**src/rtl/dac_play_sequencer.sv**
```systemverilog
// Playback sequencer: streams a BRAM waveform of 8x16-bit beats onto the DAC AXI4-Stream input.
// Optional macro DAC_PLAY_MARKER_EN adds m_axis_tuser, high on the beat carrying address 0 of each pass.
module dac_play_sequencer #(
  parameter int unsigned DWIDTH_OUT  = 128,
  parameter int unsigned ADDR_WIDTH  = 10,
  parameter int unsigned LOOP_WIDTH  = 16,
  parameter int unsigned MEM_LATENCY = 2
) (
  input  logic                  aclk,
  input  logic                  aresetn,
  input  logic                  cfg_start,
  input  logic                  cfg_stop,
  input  logic [ADDR_WIDTH-1:0] cfg_length,
  input  logic [LOOP_WIDTH-1:0] cfg_loops,
  input  logic [15:0]           cfg_idle,
  output logic [ADDR_WIDTH-1:0] mem_addr,
  output logic                  mem_en,
  input  logic [DWIDTH_OUT-1:0] mem_rdata,
  output logic [DWIDTH_OUT-1:0] m_axis_tdata,
  output logic                  m_axis_tvalid,
  input  logic                  m_axis_tready,
`ifdef DAC_PLAY_MARKER_EN
  output logic                  m_axis_tuser,
`endif
  output logic                  busy,
  output logic                  done
);

  typedef enum logic [1:0] {
    ST_IDLE,
    ST_RUN,
    ST_DRAIN
  } state_e;

  state_e                 state_q;
  logic [ADDR_WIDTH-1:0]  addr_q;
  logic [ADDR_WIDTH-1:0]  len_q;
  logic [LOOP_WIDTH-1:0]  loop_q;
  logic [LOOP_WIDTH-1:0]  loops_q;
  logic [MEM_LATENCY-1:0] tag_q;
  logic [MEM_LATENCY-1:0] tag_d;
  logic [DWIDTH_OUT-1:0]  tdata_q;
  logic                   tvalid_q;
  logic                   busy_q;
  logic                   done_q;
`ifdef DAC_PLAY_MARKER_EN
  logic [MEM_LATENCY-1:0] mark_q;
  logic [MEM_LATENCY-1:0] mark_d;
  logic                   tuser_q;
`endif

  logic                  adv;
  logic                  issue;
  logic                  at_end;
  logic                  last_pass;
  logic [DWIDTH_OUT-1:0] idle_beat;

  assign adv       = m_axis_tready;
  assign issue     = adv && (state_q == ST_RUN) && !cfg_stop;
  assign at_end    = (addr_q == len_q);
  assign last_pass = (loops_q != '0) && (loop_q == loops_q - LOOP_WIDTH'(1));
  assign idle_beat = {(DWIDTH_OUT/16){cfg_idle}};

  // BRAM stages keep moving in DRAIN so reads already in flight reach the output register.
  assign mem_en = adv && (state_q != ST_IDLE);

  always_comb begin
    tag_d    = tag_q << 1;
    tag_d[0] = issue;
`ifdef DAC_PLAY_MARKER_EN
    mark_d    = mark_q << 1;
    mark_d[0] = issue && (addr_q == '0);
`endif
  end

  always_ff @(posedge aclk or negedge aresetn) begin
    if (!aresetn) begin
      state_q  <= ST_IDLE;
      addr_q   <= '0;
      len_q    <= '0;
      loop_q   <= '0;
      loops_q  <= '0;
      tag_q    <= '0;
      tdata_q  <= '0;
      tvalid_q <= 1'b0;
      busy_q   <= 1'b0;
      done_q   <= 1'b0;
`ifdef DAC_PLAY_MARKER_EN
      mark_q   <= '0;
      tuser_q  <= 1'b0;
`endif
    end else begin
      tvalid_q <= 1'b1;
      done_q   <= 1'b0;
      unique case (state_q)
        ST_IDLE: begin
          tdata_q <= idle_beat;
`ifdef DAC_PLAY_MARKER_EN
          tuser_q <= 1'b0;
`endif
          if (cfg_start && !cfg_stop) begin
            state_q <= ST_RUN;
            addr_q  <= '0;
            loop_q  <= '0;
            len_q   <= cfg_length;
            loops_q <= cfg_loops;
            busy_q  <= 1'b1;
          end
        end
        ST_RUN, ST_DRAIN: begin
          if (adv) begin
            tag_q   <= tag_d;
            tdata_q <= tag_q[MEM_LATENCY-1] ? mem_rdata : idle_beat;
`ifdef DAC_PLAY_MARKER_EN
            mark_q  <= mark_d;
            tuser_q <= tag_q[MEM_LATENCY-1] && mark_q[MEM_LATENCY-1];
`endif
          end
          if (state_q == ST_RUN) begin
            if (cfg_stop) begin
              state_q <= ST_DRAIN;
            end else if (adv) begin
              if (at_end) begin
                addr_q <= '0;
                if (loop_q != '1) loop_q <= loop_q + LOOP_WIDTH'(1);
                if (last_pass) state_q <= ST_DRAIN;
              end else begin
                addr_q <= addr_q + ADDR_WIDTH'(1);
              end
            end
          end else if (tag_q == '0) begin
            state_q <= ST_IDLE;
            busy_q  <= 1'b0;
            done_q  <= 1'b1;
          end
        end
        default: state_q <= ST_IDLE;
      endcase
    end
  end

  assign mem_addr      = addr_q;
  assign m_axis_tdata  = tdata_q;
  assign m_axis_tvalid = tvalid_q;
  assign busy          = busy_q;
  assign done          = done_q;
`ifdef DAC_PLAY_MARKER_EN
  assign m_axis_tuser  = tuser_q;
`endif

endmodule

```
**config.mk**
```make
export PLATFORM = sky130hd
export DESIGN_NAME = dac_play_sequencer
export DESIGN_NICKNAME = d
export VERILOG_FILES = /design/src/rtl/dac_play_sequencer.sv
export SDC_FILE = /design/constraint.sdc
export NUM_CORES = 1
export LEC_CHECK = 0
export ABC_AREA = 1
export CAP_MARGIN = 20
export CELL_PAD_IN_SITES_DETAIL_PLACEMENT = 1
export CELL_PAD_IN_SITES_GLOBAL_PLACEMENT = 2
export CORE_MARGIN = 2
export CORE_UTILIZATION = 25
export DETAILED_ROUTE_END_ITERATION = 7
export GPL_TIMING_DRIVEN = 0
export PLACE_DENSITY_LB_ADDON = 0.1
export REMOVE_ABC_BUFFERS = 1
export SLEW_MARGIN = 5
export SYNTH_ARGS = -nofsm -noshare
export SYNTH_HDL_FRONTEND = slang
export SYNTH_SLANG_ARGS = --single-unit
```
**constraint.sdc**
```tcl
create_clock -name aclk -period 2.65 [get_ports aclk]
set_input_delay 0.53 -clock aclk [delete_from_list [all_inputs] [get_ports aclk]]
set_output_delay 0.53 -clock aclk [all_outputs]
set_load 0.01 [all_outputs]
```
Fig. 1: run 1, signal wires on met2
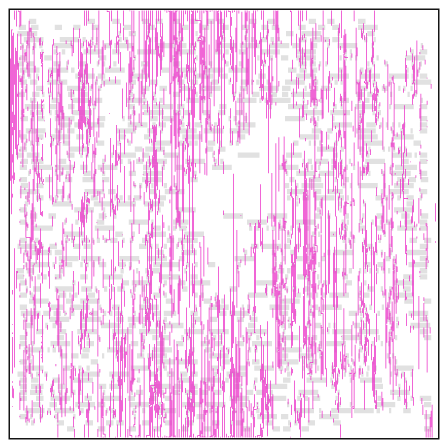
wire length on this layer: 17300 um
share of all routed wire: 47%
main direction: vertical
nets with wire on the layer: 1279
longest straight run: 108 um
vias: 8591
drt total wl: 36.6 mm

Fig. 2: run 1, congestion heat map
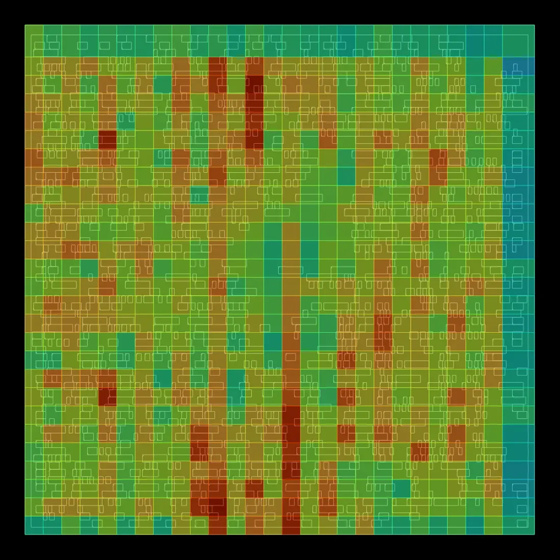
met1 Use GR: 23.6%
met2 Usage GRT: 31.5%
M3 GR Usage: 8.96%

==> results.cfg, run 1 <==
; generated from flow reports
[detailed_routing]
met1_length_mm = 15.3
drt-pass1-iter-count = 4

[synth]
synth_seq_share_pct = 53.3
top_cells_by_count = 200 x nor2_1, 187 x dfrtp_1, 165 x nand3_1
most_common_cell = nor2_1
synth_cell_type_count = 38
synthMuxAreaShare_pct = 1.67
ys_seq_elements = 187

[power_and_ir_drop]
p_switching_mw = 7.26
switching_share_pct = 43.6
pwr.group.clock_mw = 2.59
intPower_mw = 9.40
power_density_mw_per_mm2 = 1230

[placed_design]
post_dp_cell_area_mm2 = 0.0125

[layout]
layout.nets = 1539
syn_to_final_growth_pct = 54.6
nonClockBufferCount = 339
drive_gt1_share_pct = 8.02
largest_class = sequential cells
clkCellAreaFrac_pct = 4.19
ff_count = 187

[die]
taps = 455

[critical_path]
path_class = input pin to output pin
slowest_delay_ps = 680
timing.rr.end = mem_addr[9]
worstSetupStartpointType = input pin

[outcome]
status = completed

[clock_network]
cts_resized = 43

[timing]
fin_tns_setup_ps = 0
Fig. 3: run 1, signal wires by layer
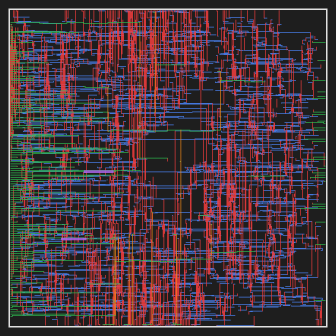
[met3] green | wire length: 3280 um
[met4] orange | wire length: 651 um
[met5] purple | wire length: 30.4 um
[met2] red | wire length: 17300 um
[met1] blue | wire length: 15300 um
Total GRT Usage: 19.8%
Routed WL per cell: 19.9 um

==> run 2: changes to the inputs <==
- CTS_CLUSTER_DIAMETER: not set -> 60
Fig. 4: run 2, metal 3
Scale bar: 50 um.
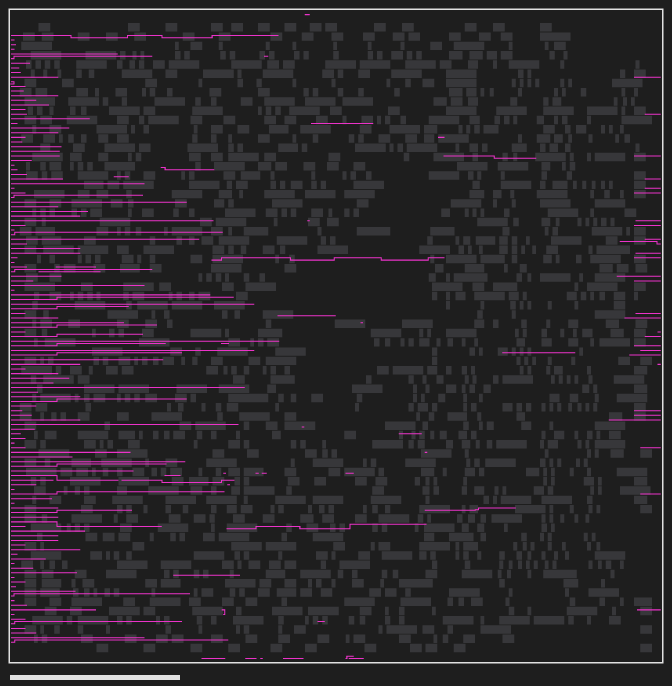
wire length on this layer: 3280 um
longest straight run: 78.4 um
share of all routed wire: 9.0%
main direction: horizontal

Fig. 5: run 2, clock network drawn from the DEF
Scale bar: 50 um.
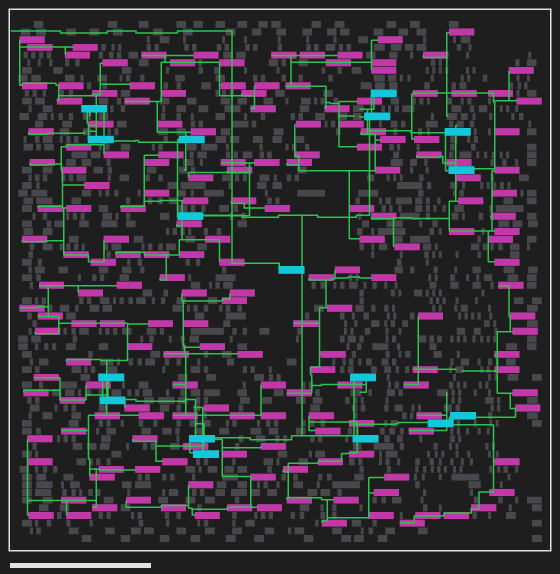
[clock wires] green | length: 3120 um
[cells driving clock nets] cyan | count: 17
[flip-flops] magenta | count: 187
routed clock nets: 18
flops lie: all over the die
Clk Latency, worst-skew pair: 460 ps
P_clk: 2.59 mW

==> run 2 against run 1 <==
  * Sequential cell count stayed put
  * Power stayed put
  * Combinational power hardly changed
  * Worst hold slack stayed put
  * Clock power hardly changed
  * Non-clock buffer count stayed put
  * Clock skew stayed put
  * Area after synthesis stayed put
  * Fmax stayed put
  * Critical path depth stayed put
  * Worst setup slack stayed put
==> results.cfg, run 2 <==
; generated from flow reports
[grt]
grt_util_met2_pct = 31.5
globalRouteMet3Util_pct = 8.96
grtUsageMet1_pct = 23.6

[layout]
layout.nets = 1539
drive_gt1_share_pct = 8.02
clkCellAreaFrac_pct = 4.19
ff_count = 187
syn_to_final_growth_pct = 54.6
largest_class = sequential cells
nFillCells = 4049
nonClockBufferCount = 339

[synth]
ys_seq_elements = 187
most_common_cell = nor2_1
synth_seq_share_pct = 53.3
top_cells_by_count = 200 x nor2_1, 187 x dfrtp_1, 165 x nand3_1
synthMuxAreaShare_pct = 1.67

[detailed_routing]
met1_length_mm = 15.3
drt-pass1-iter-count = 4
routed_wl_mm = 36.6
wl_per_cell_um = 19.9
vias = 8591

[power_and_ir_drop]
power_density_mw_per_mm2 = 1230
switching_share_pct = 43.6
intPower_mw = 9.40

[critical_path]
slowest_delay_ps = 680
path_class = input pin to output pin
worstSetupStartpointType = input pin

[outcome]
status = completed

[clock_network]
cts_resized = 43

[placed_design]
post_dp_cell_area_mm2 = 0.0125

[die]
taps = 455
Power figures rest on the tool's default switching activity, not on a simulated workload.
